**src/rtl/grf_write_arbiter.sv**
```systemverilog
// Shares the GRF write port between the W stage (zero latency) and a DEPTH-entry MDU result FIFO.
// Optional starvation relief is enabled by defining GRF_ARB_STARVE_EN.
module grf_write_arbiter #(
    parameter int DEPTH        = 2,
    parameter int STARVE_LIMIT = 4
) (
    input  logic        clk,
    input  logic        reset,
    input  logic        wb_we,
    input  logic [4:0]  wb_adr,
    input  logic [31:0] wb_wd,
    input  logic [31:0] wb_pc,
    output logic        wb_stall,
    input  logic        mdu_valid,
    input  logic [4:0]  mdu_adr,
    input  logic [31:0] mdu_wd,
    input  logic [31:0] mdu_pc,
    output logic        mdu_ready,
    input  logic [4:0]  q_adr1,
    input  logic [4:0]  q_adr2,
    output logic        q_busy1,
    output logic        q_busy2,
    output logic [4:0]  grf_adr,
    output logic [31:0] grf_wd,
    output logic [31:0] grf_pc
);
    localparam int PTR_W  = (DEPTH > 1) ? $clog2(DEPTH) : 1;
    localparam int CNT_W  = $clog2(DEPTH + 1);
    localparam int WAIT_W = $clog2(STARVE_LIMIT + 1);

    localparam logic [1:0] S_IDLE  = 2'd0;
    localparam logic [1:0] S_PEND  = 2'd1;
    localparam logic [1:0] S_FORCE = 2'd2;

    logic [DEPTH-1:0]  valid_reg, valid_next;
    logic [4:0]        adr_reg [DEPTH];
    logic [31:0]       wd_reg  [DEPTH];
    logic [31:0]       pc_reg  [DEPTH];
    logic [PTR_W-1:0]  rd_ptr_reg, wr_ptr_reg;
    logic [CNT_W-1:0]  count_reg, count_next;
    logic [WAIT_W-1:0] wait_reg, wait_next;
    logic [1:0]        state_reg, state_next;

    logic             w_grant, pop, m_grant, enq;
    logic [DEPTH-1:0] waw_hit, hit1, hit2;

    genvar gi;
    generate
        for (gi = 0; gi < DEPTH; gi++) begin : g_match
            assign waw_hit[gi] = valid_reg[gi] && (adr_reg[gi] == wb_adr);
            assign hit1[gi]    = valid_reg[gi] && (adr_reg[gi] == q_adr1);
            assign hit2[gi]    = valid_reg[gi] && (adr_reg[gi] == q_adr2);
        end
    endgenerate

    assign mdu_ready = !reset && (count_reg < CNT_W'(DEPTH));
    assign enq       = mdu_ready && mdu_valid && (mdu_adr != 5'd0);
    assign w_grant   = !reset && (state_reg != S_FORCE) && wb_we && (wb_adr != 5'd0);
    // Any non-W cycle with a non-empty FIFO pops the head; an invalidated head pops without a write.
    assign pop       = !reset && !w_grant && (count_reg != '0);
    assign m_grant   = pop && valid_reg[rd_ptr_reg];

    assign q_busy1 = !reset && (q_adr1 != 5'd0) && (|hit1);
    assign q_busy2 = !reset && (q_adr2 != 5'd0) && (|hit2);

`ifdef GRF_ARB_STARVE_EN
    assign wb_stall = !reset && (state_reg == S_FORCE);
`else
    assign wb_stall = 1'b0;
`endif

    always_comb begin
        grf_adr = 5'd0;
        grf_wd  = 32'd0;
        grf_pc  = 32'd0;
        if (w_grant) begin
            grf_adr = wb_adr;
            grf_wd  = wb_wd;
            grf_pc  = wb_pc;
        end else if (m_grant) begin
            grf_adr = adr_reg[rd_ptr_reg];
            grf_wd  = wd_reg[rd_ptr_reg];
            grf_pc  = pc_reg[rd_ptr_reg];
        end
    end

    // Same-cycle enqueue lands after the WAW clear, so the younger entry survives.
    always_comb begin
        valid_next = valid_reg;
        if (w_grant)
            valid_next = valid_next & ~waw_hit;
        if (pop)
            valid_next[rd_ptr_reg] = 1'b0;
        if (enq)
            valid_next[wr_ptr_reg] = 1'b1;
    end

    always_comb begin
        count_next = count_reg + CNT_W'(enq) - CNT_W'(pop);
        wait_next  = wait_reg;
        if (pop || (state_reg == S_IDLE))
            wait_next = '0;
        else if ((state_reg == S_PEND) && (wait_reg != WAIT_W'(STARVE_LIMIT)))
            wait_next = wait_reg + 1'b1;

        state_next = (count_next != '0) ? S_PEND : S_IDLE;
`ifdef GRF_ARB_STARVE_EN
        if ((state_reg == S_PEND) && !pop && (wait_next == WAIT_W'(STARVE_LIMIT)))
            state_next = S_FORCE;
`endif
    end

    always_ff @(posedge clk) begin
        if (reset) begin
            valid_reg  <= '0;
            rd_ptr_reg <= '0;
            wr_ptr_reg <= '0;
            count_reg  <= '0;
            wait_reg   <= '0;
            state_reg  <= S_IDLE;
        end else begin
            valid_reg <= valid_next;
            count_reg <= count_next;
            wait_reg  <= wait_next;
            state_reg <= state_next;
            if (pop)
                rd_ptr_reg <= rd_ptr_reg + 1'b1;
            if (enq)
                wr_ptr_reg <= wr_ptr_reg + 1'b1;
        end
    end

    always_ff @(posedge clk) begin
        if (enq) begin
            adr_reg[wr_ptr_reg] <= mdu_adr;
            wd_reg[wr_ptr_reg]  <= mdu_wd;
            pc_reg[wr_ptr_reg]  <= mdu_pc;
        end
    end

endmodule

```
**config.mk**
```make
export PLATFORM = sky130hd
export DESIGN_NAME = grf_write_arbiter
export DESIGN_NICKNAME = d
export VERILOG_FILES = /design/src/rtl/grf_write_arbiter.sv
export SDC_FILE = /design/constraint.sdc
export NUM_CORES = 1
export LEC_CHECK = 0
export ABC_AREA = 1
export CAP_MARGIN = 20
export CORE_ASPECT_RATIO = 1.75
export CORE_MARGIN = 1
export CORE_UTILIZATION = 40
export DETAILED_ROUTE_END_ITERATION = 7
export PLACE_DENSITY = 0.72
export REMOVE_ABC_BUFFERS = 1
export SLEW_MARGIN = 20
export SYNTH_ARGS = -nofsm -noshare
export SYNTH_HDL_FRONTEND = slang
export SYNTH_SLANG_ARGS = --single-unit
```
**constraint.sdc**
```tcl
create_clock -name clk -period 10.8 [get_ports clk]
set_input_delay 2.16 -clock clk [delete_from_list [all_inputs] [get_ports clk]]
set_output_delay 2.16 -clock clk [all_outputs]
set_load 0.005 [all_outputs]
```
Figure 1. Metal 3 (run 1).
Scale bar: 20 um.
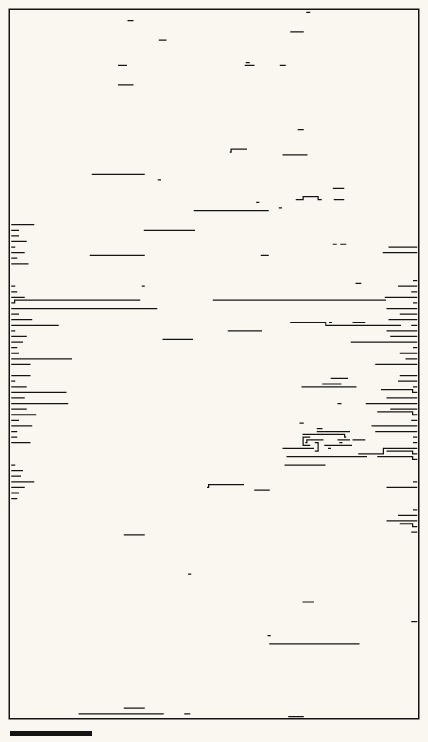
The longest straight run is 41.9 um. The layer carries 812 um of wire.
routed vias: 5,016
met3 layer usage reported by global route: 3.72%

Figure 2. Cell placement (run 1).
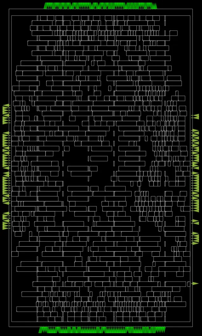
Core Box Area: 16,000 um2
share of the core filled with cells in the final layout: 60.1%
tap cells: 189

Figure 3. Placement density heat map (run 1).
10 x 17 tiles, from black (low) to pale yellow (high), 0 to 100% covered.
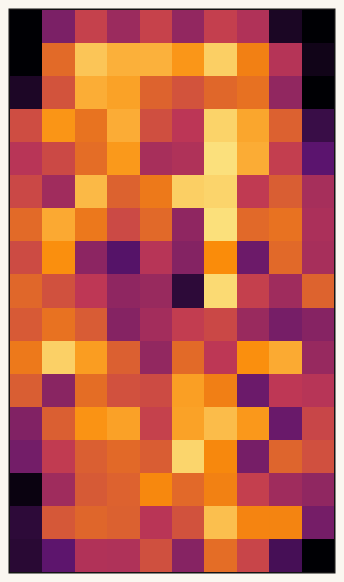
The fullest tile reaches 93%. 20% of the tiles are over 75% full. The mean over all tiles is 55%. 2.9% of the tiles are nearly empty.
Core Util at FP: 41.3%

Figure 4. Logic cells by family (run 1).
Scale bar: 20 um.
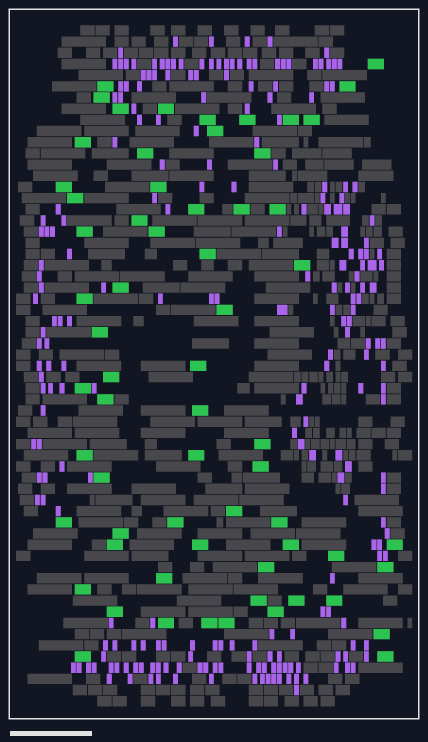
Purple marks NAND gates, cells 241, where widely spread. Green marks multiplexers, cells 64, where widely spread.
final standard cell count with taps included and fillers excluded: 1,004
most common cell after layout, fill and taps aside: sky130_fd_sc_hd__nand2_1
fraction of area in multi-input gates: 22.1%

==> ci_impl_report.md, run 1 <==
### Metrics collected by this job

| Metric | Value |
|---|---|
| Worst Setup End Kind | output port |
| Status | finished clean |
| Total Wirelength | 17,000 um |
| Arrival time worst endpoint | 5.09 ns |
| Clock transition at the registers of the reported paths | 0.06 ns |
| Startpoint of the lowest-slack register-to-register path | count_reg[1]$_SDFF_PP0_ |
| Mux share | 10.9% |
| Type of the tightest min-delay check | flip-flop to flip-flop |
| Most popular library cell in the synthesized design by count | sky130_fd_sc_hd__nand2_1 |
| WHS | 0.541 ns |
| Fraction of synthesized cell area taken by the top area cell type | 62.5% |
| Relative max-transition margin | 35.3% |
| Chip Footprint | 17,100 um2 |
| Yosys-reported design area after synthesis | 6630 um2 |
| Via density | 5.00 |
| Min Tclk post-route | 7.25 ns |
| Synth Register Bits | 145 |
| Remaining number of nets flagged by the antenna check after routing | 0 |
| Endpoint of the worst-slack reg-to-reg timing path | wd_reg[1][12]$_DFFE_PP_ |
| Final number of setup-violating endpoints | 0 |
| Cell taking the most area after synthesis | sky130_fd_sc_hd__edfxtp_1 |
| R2R cell count | 4 |
| Instance tally after logic synthesis | 581 |
| Number of warnings issued by yosys | 0 |
| Global route total overflow | 0 |
| Post-synth design cell area | 6630 um2 |
| Per-instance average area after synthesis | 11.4 um2 |
| Width of the die | 99.3 um |
| Clock Sink Count | 145 |
| Highest Clock Rate | 138 MHz |
| Count of cells resized by post-cts repair | 0 |
| And-or/or-and share of the synthesized area | 3.46% |
| Antenna violations before repair | 1 |
| Post-detailed-route DRC marker count | 0 |
| Number of enable flip-flop cells | 138 |
| Share of synthesized cell area in full adder, half adder and majority cells | 0.189% |
[run 1: critical path: stages]
cell and delay, ns:
sky130_fd_sc_hd__clkdlybuf4s50_1 0.71, sky130_fd_sc_hd__nor2_2 0.10, sky130_fd_sc_hd__nand2_2 0.18, sky130_fd_sc_hd__nand2_2 0.12, sky130_fd_sc_hd__a21oi_4 0.50, sky130_fd_sc_hd__buf_4 0.55
sky130_fd_sc_hd__nand2_1 0.10, sky130_fd_sc_hd__o21ai_0 0.11, sky130_fd_sc_hd__clkdlybuf4s50_1 0.54
[run 1: final cells by class]
| type | instances | area [um2] | share of cell area [%] |
|---|---|---|---|
| Timing Repair Buffer | 226 | 2250 | 23.4 |
| Multi-Input combinational cell | 384 | 2120 | 22.1 |
| Antenna cell | 1 | 2.50 | 0.0260 |
| Clock inverter | 12 | 183 | 1.90 |
| Clock buffer | 19 | 433 | 4.50 |
| Inverter | 28 | 106 | 1.10 |
| Sequential cell | 145 | 4290 | 44.5 |
| Tap cell | 189 | 236 | 2.46 |
[run 1: power by group]
part / internal, mW / total (mW) / leakage (nW) / switching (mW)
Sequential: 0.653 / 0.683 / 1.32 / 0.0296
Combinational: 0.132 / 0.218 / 1.98 / 0.0863
Clock: 0.387 / 0.607 / 0.290 / 0.220
Total: 1.17 / 1.51 / 3.60 / 0.336
[run 1: logic make-up after synthesis]
family	after synthesis
xor+xnor	13
simple gates	265
mux	64
flops	145
other cells	1
buf+inv	52
fa+ha+maj	1
compound gates	40
[run 1: layer usage]
layer	share of wire, %	track usage, %
met1	35	20.3
met3	4.8	3.72
met4	4.1	12.7
met5	0	0
met2	56	38.0
[run 1: stage by stage]
step           cells  setup slack, ns  utilization [%]  area [um2]
3_5_place_dp     972             3.57             56.2        9010
5_1_grt         1004             3.33             60.1        9630
6_report        1004             3.55             60.1        9630
4_1_cts         1003             3.56             60.0        9620
2_1_floorplan    557             4.90                -        6500
3_3_place_gp     972             3.67             56.2        9010
[run 1: worst max path at each step]
stage | startpoint | end | slack, ns
2_1_floorplan | reset | adr_reg[1][0]$_DFFE_PP_ | 4.90
3_3_place_gp | reset | grf_wd[14] | 3.67
3_5_place_dp | reset | grf_adr[0] | 3.57
4_1_cts | reset | grf_adr[0] | 3.56
5_1_grt | reset | grf_adr[0] | 3.33
6_report | reset | grf_adr[0] | 3.55
[run 1: layout by cell type, fill, tap and decap left out, drive strengths merged, types with 5 or more instances in the layout]
master	synthesis	layout
a21oi	13	13
clkbuf	4	19
clkdlybuf4s50	0	223
dfxtp	7	7
edfxtp	138	138
inv	28	30
mux2	64	64
nand2	227	227
nand3	13	13
nor2	23	23
o21ai	15	15
o22ai	10	10
xnor2	5	5
xor2	8	8
Figure 5. Port wiring (run 1).
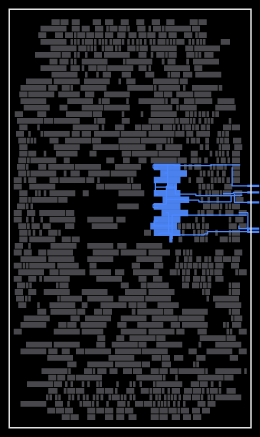

==> run 2, diff against run 1 <==
- PLACE_DENSITY: 0.72 -> 0.75
- clock period: 10.8 -> 5.8 ns (I/O delays scaled with it)
Figure 6. Port wiring (run 2).
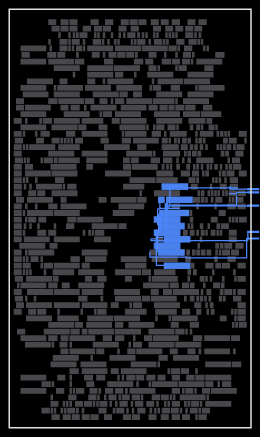
Blue marks mdu_adr, bits 5, direction input, end cells 13, buffers 5, wire 312 um.

==> run 2 against run 1 <==
Compared with the run above:
- first-iteration DRC count shrank 21%
- sequential share of layout area is 0.36 points lower
- final area increased by 0.81%
- critical path depth fell by 1
- register-to-register slack lost 4.6 ns
- flip-flop count unchanged
- non-clock buffer count is 4 higher
- clock power grew 94%
- area after synthesis did not move
- sequential power rose by 86%
- largest power group unchanged
==> ci_impl_report.md, run 2 <==
### Metrics collected by this job

| Metric | Value |
|---|---|
| Post-detailed-route DRC marker count | 0 |
| Met3 routed WL | 702 um |
| Setup WS pre-CTS | 0.915 ns |
| Routed vias | 4,891 |
| Clock transition at the registers of the reported paths | 0.06 ns |
| Number of enable flip-flop cells | 138 |
| Share of total power in the clock network | 41.3% |
| Commonest cells after routing, fill and taps aside | 225 x sky130_fd_sc_hd__nand2_1, 223 x sky130_fd_sc_hd__clkdlybuf4s50_1, 138 x sky130_fd_sc_hd__edfxtp_1 |
| Synth Register Bits | 145 |
| Cell taking the most area after synthesis | sky130_fd_sc_hd__edfxtp_1 |
| Worst Setup End Kind | output port |
| Status | finished clean |
| Relative max-transition margin | 33.7% |
| Type of the tightest min-delay check | flip-flop to flip-flop |
| Met1 WL | 6220 um |
| Top metal layer carrying routed signals | met4 |
| Per-instance average area after synthesis | 11.4 um2 |
| Chip Footprint | 17,100 um2 |
| Placed insts | 975 |
| Most common cell after layout, fill and taps aside | sky130_fd_sc_hd__nand2_1 |
| Final number of setup-violating endpoints | 0 |
| Ant diodes | 0 |
| Switching power as a share of total power | 21.8% |
| Startpoint of the worst setup timing path | reset |
| Highest Clock Rate | 205 MHz |
Figure 7. Metal 3 (run 2).
Scale bar: 20 um.
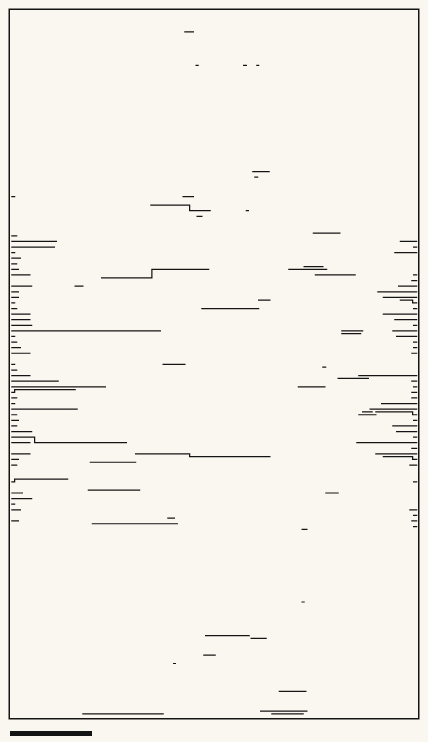
The layer holds 4.2% of the routed length. The longest straight run is 36.1 um. The wires run mostly horizontal. 111 nets have wire on it. The layer carries 702 um of wire.

## run 2: cell counts after synthesis
No cell type changed its count.
## run 2: path summary, 6_finish.rpt
check / end / slack, ns / depth (start not counted)
setup / recovery: grf_wd[21] / 0.92 / 8
setup reg to reg: adr_reg[1][0]$_DFFE_PP_ / 3.66 / 4
hold reg to reg: flip-flop / 0.52 / 2
hold / removal: flip-flop / 0.52 / 2
## run 2: power groups by stage
stage	Clock [mW]	Combinational, mW	Sequential [mW]
floorplan	0	0.197	1.28
global placement	0	0.399	1.29
detailed placement	0	0.402	1.30
CTS	1.20	0.405	1.27
global route	1.24	0.442	1.28
finish	1.18	0.406	1.27
## run 2: layer usage
layer	track usage [%]	up-vias
met5	0	-
met1	21.1	2279
met3	4.20	23
li1	-	2435
met2	37.4	154
met4	8.44	0
## run 2: cell type report
| class | count | area, um2 | share of cell area (%) |
|---|---|---|---|
| clock buffer | 20 | 437 | 4.50 |
| clock inverter | 12 | 205 | 2.11 |
| inverter | 28 | 105 | 1.08 |
| multi-input combinational | 384 | 2120 | 21.9 |
| sequential | 145 | 4290 | 44.2 |
| tap | 189 | 236 | 2.44 |
| timing repair buffer | 230 | 2310 | 23.8 |
## run 2: logic make-up after synthesis
group	Yosys count
buf+inv	52
other cells	1
fa+ha+maj	1
flops	145
compound gates	40
simple gates	265
mux	64
xor+xnor	13
## run 2: worst max-delay path, cell delays in order
cell                              delay, ns
sky130_fd_sc_hd__clkdlybuf4s50_1       0.59
sky130_fd_sc_hd__nor2_2                0.21
sky130_fd_sc_hd__nand2_2               0.14
sky130_fd_sc_hd__inv_2                 0.46
sky130_fd_sc_hd__buf_4                 0.42
sky130_fd_sc_hd__nand2_1               0.09
sky130_fd_sc_hd__nand2_1               0.09
sky130_fd_sc_hd__clkdlybuf4s50_1       0.51
## run 2: per-stage QoR
step / cell area [um2] / hold slack, ns / utilization (%)
6_report: 9700 / 0.524 / 60.5
3_5_place_dp: 9040 / 0.515 / 56.4
2_1_floorplan: 6500 / 0.469 / -
3_3_place_gp: 9040 / 0.517 / 56.4
4_1_cts: 9680 / 0.525 / 60.4
5_1_grt: 9700 / 0.561 / 60.5
Power is estimated from default activity; no workload was simulated.
